===== src/rtl/traffic_pkg.sv =====
// Constants shared by the traffic light controller and its sensor front end.
// Holds the light state encoding and the default timing parameters.
package traffic_pkg;

  localparam int DEB_CYCLES_DEF = 4;
  localparam int MAX_GREEN_DEF  = 64;

  typedef enum logic [3:0] {
    s0, s1, s2, s3, s4, s5, s6, s7, s8, s9, s10, s11, s12
  } light_state_t;

  // Bits needed to hold values 0..max_val.
  function automatic int cnt_width(input int max_val);
    return (max_val < 1) ? 1 : $clog2(max_val + 1);
  endfunction

endpackage


===== src/rtl/sensor_debounce.sv =====
// Two-flop synchronizer and debounce filter for one loop detector.
// A new level is accepted only after DEB_CYCLES consecutive stable samples.
module sensor_debounce
  import traffic_pkg::*;
#(
  parameter int DEB_CYCLES = DEB_CYCLES_DEF
) (
  input  logic clk,
  input  logic reset_n,
  input  logic raw,
  output logic det
);

  localparam int CW = cnt_width(DEB_CYCLES);
  localparam logic [CW-1:0] CNT_LAST = CW'(DEB_CYCLES - 1);

  logic [1:0]    sync_reg;
  logic          sync_x;
  logic          det_reg, det_next;
  logic [CW-1:0] cnt_reg, cnt_next;

  assign sync_x = sync_reg[1];

  always_ff @(posedge clk or negedge reset_n) begin
    if (!reset_n) begin
      sync_reg <= '0;
      det_reg  <= 1'b0;
      cnt_reg  <= '0;
    end else begin
      sync_reg <= {sync_reg[0], raw};
      det_reg  <= det_next;
      cnt_reg  <= cnt_next;
    end
  end

  // The counter runs only while the synchronized level disagrees with det.
  always_comb begin
    det_next = det_reg;
    cnt_next = '0;
    if (sync_x != det_reg) begin
      if (cnt_reg == CNT_LAST) begin
        det_next = sync_x;
      end else begin
        cnt_next = cnt_reg + CW'(1);
      end
    end
  end

  assign det = det_reg;

endmodule


===== src/rtl/sensor_conditioner.sv =====
// Turns raw loop-detector inputs into latched service requests Sa/Sb,
// cleared on own-road green and forced after prolonged opposite green.
module sensor_conditioner
  import traffic_pkg::*;
#(
  parameter int DEB_CYCLES = DEB_CYCLES_DEF,
  parameter int MAX_GREEN  = MAX_GREEN_DEF
) (
  input  logic clk,
  input  logic reset_n,
  input  logic raw_a,
  input  logic raw_b,
  input  logic Ga,
  input  logic Gb,
  output logic Sa,
  output logic Sb
);

  localparam int WW = cnt_width(MAX_GREEN);
  localparam logic [WW-1:0] WAIT_MAX = WW'(MAX_GREEN);

  logic [1:0] raw;
  logic [1:0] det;
  logic [1:0] req;
  logic       both_green;

  assign raw        = {raw_b, raw_a};
  assign both_green = Ga & Gb;

  generate
    for (genvar gi = 0; gi < 2; gi++) begin : g_chan
      logic          own_green, other_green, force_req;
      logic [WW-1:0] wait_reg, wait_next;
      logic          req_reg, req_next;

      assign own_green   = (gi == 0) ? Ga : Gb;
      assign other_green = (gi == 0) ? Gb : Ga;

      sensor_debounce #(
        .DEB_CYCLES(DEB_CYCLES)
      ) u_deb (
        .clk    (clk),
        .reset_n(reset_n),
        .raw    (raw[gi]),
        .det    (det[gi])
      );

      assign force_req = (wait_reg == WAIT_MAX);

      // An illegal both-green also clears the timer; own green clears the request.
      always_comb begin
        wait_next = '0;
        if (other_green && !both_green) begin
          wait_next = force_req ? wait_reg : wait_reg + WW'(1);
        end
        req_next = req_reg;
        if (own_green) begin
          req_next = 1'b0;
        end else if (det[gi] || force_req) begin
          req_next = 1'b1;
        end
      end

      always_ff @(posedge clk or negedge reset_n) begin
        if (!reset_n) begin
          wait_reg <= '0;
          req_reg  <= 1'b0;
        end else begin
          wait_reg <= wait_next;
          req_reg  <= req_next;
        end
      end

      assign req[gi] = req_reg;
    end
  endgenerate

  assign Sa = req[0];
  assign Sb = req[1];

endmodule


===== config.mk =====
export PLATFORM = sky130hd
export DESIGN_NAME = sensor_conditioner
export DESIGN_NICKNAME = d
export VERILOG_FILES = /design/src/rtl/traffic_pkg.sv /design/src/rtl/sensor_debounce.sv /design/src/rtl/sensor_conditioner.sv
export SDC_FILE = /design/constraint.sdc
export NUM_CORES = 1
export LEC_CHECK = 0
export CORE_MARGIN = 5
export CORE_UTILIZATION = 45
export CTS_BUF_LIST = sky130_fd_sc_hd__clkbuf_16
export DETAILED_ROUTE_END_ITERATION = 7
export HOLD_SLACK_MARGIN = 0.03
export PLACE_DENSITY = 0.72
export SLEW_MARGIN = 30
export SYNTH_ARGS = -nofsm -noshare
export SYNTH_HDL_FRONTEND = slang
export SYNTH_SLANG_ARGS = --single-unit

===== constraint.sdc =====
create_clock -name clk -period 2.6 [get_ports clk]
set_input_delay 0.65 -clock clk [delete_from_list [all_inputs] [get_ports clk]]
set_output_delay 0.65 -clock clk [all_outputs]
set_load 0.01 [all_outputs]

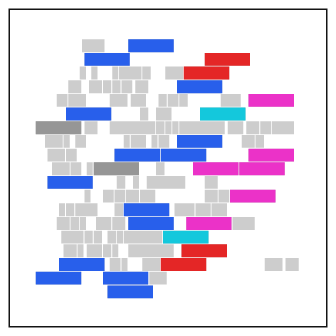
Fig. 1. Where the registers sit (run 1).
[g_chan.u_deb.sync_reg] red | placed flops: 4
[g_chan.wait_reg] blue | placed flops: 14
[g_chan.u_deb.cnt_reg] magenta | placed flops: 6 | where: east
[g_chan.u_deb.det] cyan | placed flops: 2
not coloured: 2
utilization after layout: 53.3%
flip-flop and latch share of the layout cell area: 48.5%
power in sequential cells: 0.528 mW
flip-flop and latch area: 701 µm²

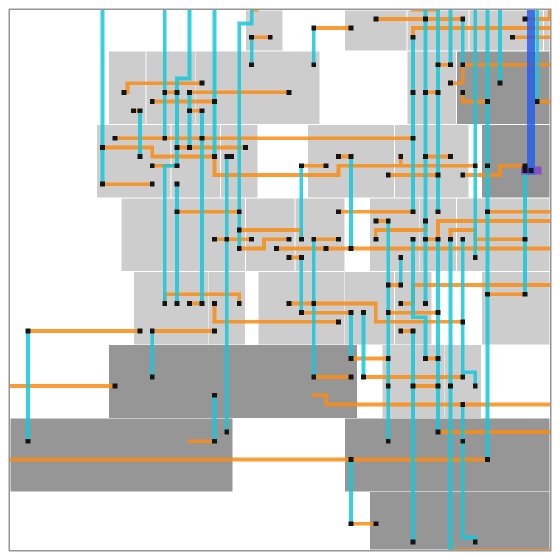
Fig. 2. A small window of the routed layout (run 1).
Window x 6 to 26, y 6 to 26 µm. Cells in grey, sequential cells in the stronger grey; small squares are vias.
[met1] orange
[met2] cyan
[met4] blue
[met3] purple
netlist names of flops here include: g_chan.wait_reg (4)
sequential cells in the window: 4
cells with their middle in the window: 29
most frequent: dfrtp_1 (4)

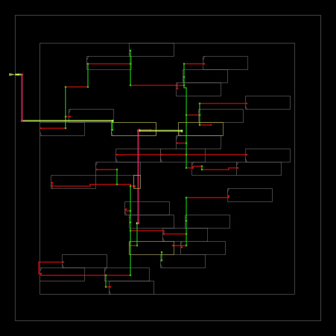
Fig. 3. Clock wiring as the flow saved it (run 1).
clock buffer count from CTS: 3
clock buffer count in the final layout: 3
Clock Skews: 0.00261 ns

==> results.py, run 1 <==
# Generated from Yosys and OpenROAD reports
metrics = {
    "run_status": {
        "status": "finished, final reports clean",
    },
    "finish": {
        "number_of_flip_flops_under_the_largest_register_name": 14,
        "num-nets-final": 131,
        "nMultiInputCombCells": 72,
        "clock_area_share_pct": 5.45,
        "top_area_cell_class": "sequential cells",
        "buffer_area_share_pct": 5.37,
        "layout.cell_area.non_filler_um2": 1450,
        "ff_count": 28,
        "area_growth_pct": 14.9,
        "instances_no_fill": 149,
        "final_layout_size_suffix_gt1_share_pct": 6.78,
        "layout_top_cell": "sky130_fd_sc_hd__dfrtp_1",
        "filler_cell_count": 243,
    },
    "timing": {
        "rsz0062_at_grt": "false",
        "timing.max_slew.rel_slack_pct": 72.2,
        "fin_crit_sh_pct": 69.5,
        "whs_ns": 0.350,
        "final.min_clock_period_ns": 1.81,
        "hold_viol": 0,
        "max_slew_violation_count": 0,
        "worst_slew_pin_slew_ns": 0.414,
    },
    "logic_synthesis": {
        "ys_sh_mux_pct": 1.79,
        "yosys_cells": 108,
        "yosysTopAreaCellShare_pct": 55.7,
        "synthesis.area_per_instance_um2": 11.6,
        "ys_sh_adder_pct": 5.97,
        "synthXorXnorAreaFrac_pct": 5.57,
        "post-synth-top-area-cell": "sky130_fd_sc_hd__dfrtp_1",
        "yosysSeqAreaShare_pct": 55.7,
        "syn-cell-area_um2": 1260,
        "compound_area_share_pct": 9.15,
        "synth.net_count": 120,
    },
    "power": {
        "powerComb_mw": 0.159,
        "clock_power_mw": 0.344,
        "report.power.total_mw": 1.03,
        "power.share.clock_pct": 33.3,
    },
    "global_routing": {
        "global_route.overflow_total": 0,
        "met2_grt_util_pct": 17.2,
        "gr-usage-met1_pct": 15.3,
        "global_route.peak_usage_layer": "met2",
        "wire_length_of_the_first_global_routing_pass_mm": 3.60,
        "gr-usage-met3_pct": 1.80,
        "track_usage_pct": 11.0,
    },
    "worst_setup_path": {
        "worstSetupStartpointType": "register",
        "worst_r2r_startpoint": "g_chan[0].wait_reg[3]",
        "worst_path_max_delay_cell": "sky130_fd_sc_hd__clkdlybuf4s50_1",
        "critical_path_cell_count": 1,
        "path_class": "reg2out",
        "timing.critical_path.cells": "clkdlybuf4s50_1",
        "r2r_setup_slack_ns": 1.23,
        "worstPathArrival_ns": 1.16,
    },
    "routing": {
        "vias": 776,
        "drt_drc_violations_left": 0,
        "wire_per_inst_um": 13.0,
        "wl_met2_um": 907,
        "met1_length_um": 964,
        "totalWireLength_mm": 1.94,
        "initialDrtViolationCount": 29,
        "drt_pass1_iterations": 4,
        "ant_nets": 0,
    },
    "clock_tree": {
        "post-cts-setup-buffers": 0,
        "cts-resized-gates": 0,
        "clk_latency_ns": 0.26,
        "tritoncts": "done",
        "cts.sink_count": 28,
    },
    "place": {
        "gpl.final_weighted_congestion": 0.804,
        "dp_cells": 145,
        "dp.final_hpwl_mm": 1.44,
    },
    "worst_hold_path": {
        "worst_hold_startpoint": "g_chan[1].u_deb.sync_reg[0]",
        "min_path_type": "reg2reg",
    },
    "floorplanning": {
        "core.rowCount": 19,
        "tapCellCount": 31,
        "design.portCount": 8,
        "floorplan.initialDensity_pct": 46.4,
        "total_die_size_um2": 3950,
    },
    "job": {
        "drv_cap": 0,
    },
}
==> run 2: changes to the inputs <==
clock period = 1.89 ns   (was 2.6 ns; I/O delays follow)
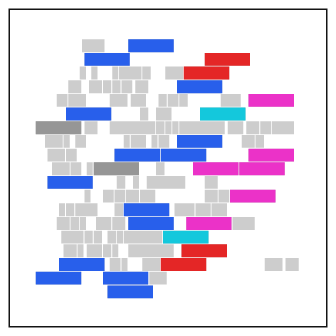
Fig. 4. Where the registers sit (run 2).
[g_chan.u_deb.cnt_reg] magenta | placed flops: 6 | where: east
[g_chan.u_deb.det] cyan | placed flops: 2
[g_chan.u_deb.sync_reg] red | placed flops: 4
[g_chan.wait_reg] blue | placed flops: 14
not coloured: 2
power in sequential cells: 0.727 mW

==> run 2 against run 1 <==
  * Hold slack unchanged
  * Sequential share of layout area stayed put
  * Sequential power grew 38%
  * Critical path type unchanged
  * Count of clock-buffer cells in the layout unchanged
  * Non-clock buffer count unchanged
  * Final area stayed put
  * Largest cell class unchanged
  * Clock power increased by 37%
  * Largest power group unchanged
  * Highest routed layer unchanged
  * Power grew 38%
  * Critical path depth did not move
==> results.py, run 2 <==
# Generated from Yosys and OpenROAD reports
metrics = {
    "run_status": {
        "status": "finished, final reports clean",
    },
    "logic_synthesis": {
        "yosys_cells": 108,
        "most_common_cell": "sky130_fd_sc_hd__dfrtp_1",
        "synth-warning-count": 0,
        "compound_area_share_pct": 9.15,
        "yosys-top-cells-area": "sky130_fd_sc_hd__dfrtp_1 56%, sky130_fd_sc_hd__ha_1 6.0%, sky130_fd_sc_hd__a211oi_1 3.6%",
        "synth-edff-count": 0,
        "postSynth.asyncResetShare_pct": 100,
        "yosys.cell_types.count": 22,
        "ys_sh_mux_pct": 1.79,
        "synthesis.area_per_instance_um2": 11.6,
        "ff_type": "sky130_fd_sc_hd__dfrtp_1",
        "yosysTopAreaCellShare_pct": 55.7,
        "post-synth-top-area-cell": "sky130_fd_sc_hd__dfrtp_1",
        "yosysSeqAreaShare_pct": 55.7,
        "syn-cell-area_um2": 1260,
        "top_logic_kind": "simple AND/OR/NAND/NOR gates",
        "synth.net_count": 120,
        "ys_sh_adder_pct": 5.97,
        "synth_flops": 28,
        "synth-area-yosys_um2": 1260,
        "synthXorXnorAreaFrac_pct": 5.57,
    },
    "place": {
        "dp.final_hpwl_mm": 1.44,
        "gpl.final_weighted_congestion": 0.804,
        "placed_instance_area_um2": 1370,
        "dp_cells": 145,
        "io_buffer_count": 7,
        "pre_cts_slack_ns": 0.183,
    },
    "finish": {
        "ff_count": 28,
        "comb_area_share_pct": 36.5,
        "antenna_cells_inserted": 0,
        "top_area_cell_class": "sequential cells",
        "layout_top_cell": "sky130_fd_sc_hd__dfrtp_1",
        "sh_seq_area_pct": 48.5,
        "filler_cell_count": 243,
        "buffers": 8,
        "multiInputGateArea_um2": 527,
        "lay_top_cells": "28 x sky130_fd_sc_hd__dfrtp_1, 7 x sky130_fd_sc_hd__clkdlybuf4s50_1",
        "layout.cell_area.non_filler_um2": 1450,
        "layout.clock_buffers": 3,
        "final_layout_size_suffix_gt1_share_pct": 6.78,
        "nMultiInputCombCells": 72,
        "area_growth_pct": 14.9,
        "buffer_area_share_pct": 5.37,
        "area.sequential_um2": 701,
        "instances_no_fill": 149,
        "inv_count": 6,
        "num-nets-final": 131,
        "finalCoreUtilization_pct": 53.3,
        "number_of_flip_flops_under_the_largest_register_name": 14,
        "clock_area_share_pct": 5.45,
    },
    "routing": {
        "wire_per_inst_um": 13.0,
        "met1_length_um": 964,
        "drt_drc_violations_left": 0,
        "detail_route.vias_per_cell": 5.21,
        "ant_nets": 0,
        "wl_met2_um": 907,
        "totalWireLength_mm": 1.94,
        "detailroute.wirelength.met3_um": 41,
        "initialDrtViolationCount": 29,
        "drt_pass1_iterations": 4,
        "vias": 776,
        "top_layer": "met4",
    },
    "timing": {
        "report.final.setup_viol": 0,
        "finClkSkew_ns": 0.00261,
        "timing.max_slew.rel_slack_pct": 72.2,
        "max_slew_violation_count": 0,
        "finalWorstSetupSlack_ns": 0.259,
        "fin_crit_sh_pct": 86.3,
        "max_clock_freq_mhz": 613,
        "whs_ns": 0.350,
        "hold_viol": 0,
        "rsz0062_at_grt": "false",
        "worst_slew_pin_slew_ns": 0.414,
        "final.min_clock_period_ns": 1.63,
    },
    "worst_setup_path": {
        "timing.critical_path.cells": "clkdlybuf4s50_1",
        "critPathMaxFanout": 2,
        "worst_path_max_delay_cell": "sky130_fd_sc_hd__clkdlybuf4s50_1",
        "r2r_setup_slack_ns": 0.52,
        "path_class": "reg2out",
        "setup.worst_path.end_class": "output port",
        "ff2ff_path_depth": 3,
        "worst_r2r_startpoint": "g_chan[0].wait_reg[3]",
        "critical_path.endpoint": "Sa",
        "worstPathRequired_ns": 1.42,
        "worstPathArrival_ns": 1.16,
        "setup.worst_path.start": "Sa",
        "worstSetupStartpointType": "register",
        "worst-path-buf-inv": 1,
        "critical_path_cell_count": 1,
        "worst_path_top_cell_family_by_delay": "buffers and inverters",
        "cpPeakStageDelay_ns": 0.55,
    },
    "floorplanning": {
        "total_die_size_um2": 3950,
        "design.portCount": 8,
        "placeableCoreArea_um2": 2710,
        "dieWidth_um": 62.9,
        "core.rowCount": 19,
        "floorplan.initialDensity_pct": 46.4,
        "tapCellCount": 31,
    },
    "power": {
        "power_density_nw_per_um2": 982,
        "power.share.clock_pct": 33.3,
        "power.ir.vdd_worst_mv": 0.898,
        "power_switching_mw": 0.338,
        "internal_power_mw": 1.08,
        "sw_frac_of_total_pct": 23.8,
        "clock_power_mw": 0.473,
        "power.leakage_nw": 0.630,
        "p_seq_share_pct": 51.2,
        "powerComb_mw": 0.219,
        "power_top_consumer": "sequential cells",
        "power.combinational.fraction_pct": 15.4,
        "report.power.total_mw": 1.42,
    },
    "worst_hold_path": {
        "min_delay_worst_endpoint": "g_chan[1].u_deb.sync_reg[1]",
        "holdPathStages": 0,
        "min_path_type": "reg2reg",
        "worst_hold_startpoint": "g_chan[1].u_deb.sync_reg[0]",
    },
    "job": {
        "tool_warning_count": 28,
        "drv_cap": 0,
    },
    "global_routing": {
        "gr-usage-met3_pct": 1.80,
        "global_route.peak_usage_layer": "met2",
        "wire_length_of_the_first_global_routing_pass_mm": 3.60,
        "number_of_global_route_vias_before_repair": 828,
        "met2_grt_util_pct": 17.2,
        "global_route.overflow_total": 0,
        "antenna_found_initial": 0,
        "track_usage_pct": 11.0,
        "gr-usage-met1_pct": 15.3,
    },
    "clock_tree": {
        "post-cts-setup-buffers": 0,
        "cts-hold-fix-buffers": 0,
        "cts_inserted_buffers": 3,
        "cts.root.buffer_cell": "sky130_fd_sc_hd__clkbuf_16",
        "cts-resized-gates": 0,
        "clk_latency_ns": 0.26,
        "h-tree-depth": 1,
        "cts.sink_count": 28,
        "clk_pin_slew_worst_paths_ns": 0.06,
        "tritoncts": "done",
        "max-clock-path-buffers": 2,
    },
}
==> run 3: changes to the inputs <==
==> constraint.sdc (replaced) <==
create_clock -name clk -period 1.65 [get_ports clk]
set_input_delay 0.4125 -clock clk [delete_from_list [all_inputs] [get_ports clk]]
set_output_delay 0.4125 -clock clk [all_outputs]
set_load 0.1 [all_outputs]
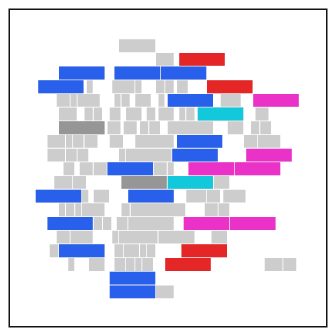
Fig. 5. Where the registers sit (run 3).
[g_chan.wait_reg] blue | placed flops: 14
[g_chan.u_deb.sync_reg] red | placed flops: 4
[g_chan.u_deb.cnt_reg] magenta | placed flops: 6 | where: east
[g_chan.u_deb.det] cyan | placed flops: 2
power in sequential cells: 0.840 mW
flip-flop and latch share of the layout cell area: 46.5%
utilization after layout: 55.6%

==> run 3 against run 2 <==
  * Utilization up 2.3 points
  * Die area is the same
  * Clock skew up 0.0016 ns
  * Cell count increased by 1.3%
  * Routed wire length fell by 3.2%
  * Critical path depth increased by 4
  * Register-to-register slack got worse by 0.27 ns
  * Via count increased by 3.7%
  * Non-clock buffer count up 2
  * Sequential share of layout area is 2.0 points lower
  * Setup slack lost 0.013 ns
==> results.py, run 3 <==
# Generated from Yosys and OpenROAD reports
metrics = {
    "worst_setup_path": {
        "worstPathRequired_ns": 1.80,
        "worst_r2r_startpoint": "g_chan[1].wait_reg[0]",
        "worstSetupStartpointType": "register",
        "worst_path_max_delay_cell": "sky130_fd_sc_hd__dfrtp_1",
        "path_class": "reg2reg",
        "worst_path_top_cell_family_by_delay": "flip-flops",
        "critical_path_cell_count": 5,
        "worst-path-buf-inv": 1,
    },
    "routing": {
        "vias": 805,
        "detailroute.wirelength.met3_um": 43,
        "drt_pass1_iterations": 4,
        "detail_route.vias_per_cell": 5.33,
        "wire_per_inst_um": 12.4,
        "wl_met2_um": 882,
        "top_layer": "met4",
    },
    "finish": {
        "instances_no_fill": 151,
        "layout_top_cell": "sky130_fd_sc_hd__dfrtp_1",
        "top_area_cell_class": "sequential cells",
        "area.sequential_um2": 701,
        "inv_count": 6,
        "comb_area_share_pct": 35.0,
        "layout.cell_area.non_filler_um2": 1510,
        "area_growth_pct": 19.8,
        "nMultiInputCombCells": 72,
        "buffers": 10,
        "clock_area_share_pct": 6.98,
        "filler_cell_count": 227,
        "number_of_flip_flops_under_the_largest_register_name": 14,
        "layout.clock_buffers": 3,
        "multiInputGateArea_um2": 527,
        "antenna_cells_inserted": 0,
    },
    "logic_synthesis": {
        "synth-edff-count": 0,
        "post-synth-top-area-cell": "sky130_fd_sc_hd__dfrtp_1",
        "yosysSeqAreaShare_pct": 55.7,
        "syn-cell-area_um2": 1260,
        "ff_type": "sky130_fd_sc_hd__dfrtp_1",
        "postSynth.asyncResetShare_pct": 100,
        "ys_sh_adder_pct": 5.97,
        "synthXorXnorAreaFrac_pct": 5.57,
        "compound_area_share_pct": 9.15,
        "synthesis.area_per_instance_um2": 11.6,
        "yosys_cells": 108,
        "ys_sh_mux_pct": 1.79,
    },
    "power": {
        "powerComb_mw": 0.385,
        "power_density_nw_per_um2": 1270,
        "power.combinational.fraction_pct": 20.1,
        "p_seq_share_pct": 43.8,
        "report.power.total_mw": 1.92,
        "power.share.clock_pct": 36.1,
        "clock_power_mw": 0.693,
        "power_top_consumer": "sequential cells",
        "power.ir.vdd_worst_mv": 0.773,
    },
    "clock_tree": {
        "cts-resized-gates": 0,
        "max-clock-path-buffers": 2,
        "clk_latency_ns": 0.26,
        "post-cts-setup-buffers": 0,
        "cts.sink_count": 28,
        "h-tree-depth": 1,
        "tritoncts": "done",
        "cts_inserted_buffers": 3,
    },
    "global_routing": {
        "global_route.overflow_total": 0,
        "met2_grt_util_pct": 17.6,
        "antenna_found_initial": 0,
        "track_usage_pct": 11.2,
        "global_route.peak_usage_layer": "met2",
    },
    "timing": {
        "max_clock_freq_mhz": 712,
        "finalWorstSetupSlack_ns": 0.246,
        "report.final.setup_viol": 0,
        "finClkSkew_ns": 0.00420,
        "timing.max_slew.rel_slack_pct": 74.0,
        "max_slew_violation_count": 0,
        "hold_viol": 0,
        "worst_slew_pin_slew_ns": 0.386,
        "whs_ns": 0.354,
        "rsz0062_at_grt": "false",
        "fin_crit_sh_pct": 85.1,
    },
    "floorplanning": {
        "core.rowCount": 19,
        "design.portCount": 8,
        "placeableCoreArea_um2": 2710,
        "total_die_size_um2": 3950,
    },
    "worst_hold_path": {
        "min_path_type": "reg2reg",
        "min_delay_worst_endpoint": "g_chan[1].u_deb.sync_reg[1]",
    },
    "job": {
        "drv_cap": 0,
    },
    "place": {
        "dp_cells": 147,
        "io_buffer_count": 7,
        "dp.final_hpwl_mm": 1.41,
        "placed_instance_area_um2": 1400,
    },
    "run_status": {
        "status": "finished, final reports clean",
    },
}
Power figures rest on the tool's default switching activity, not on a simulated workload.
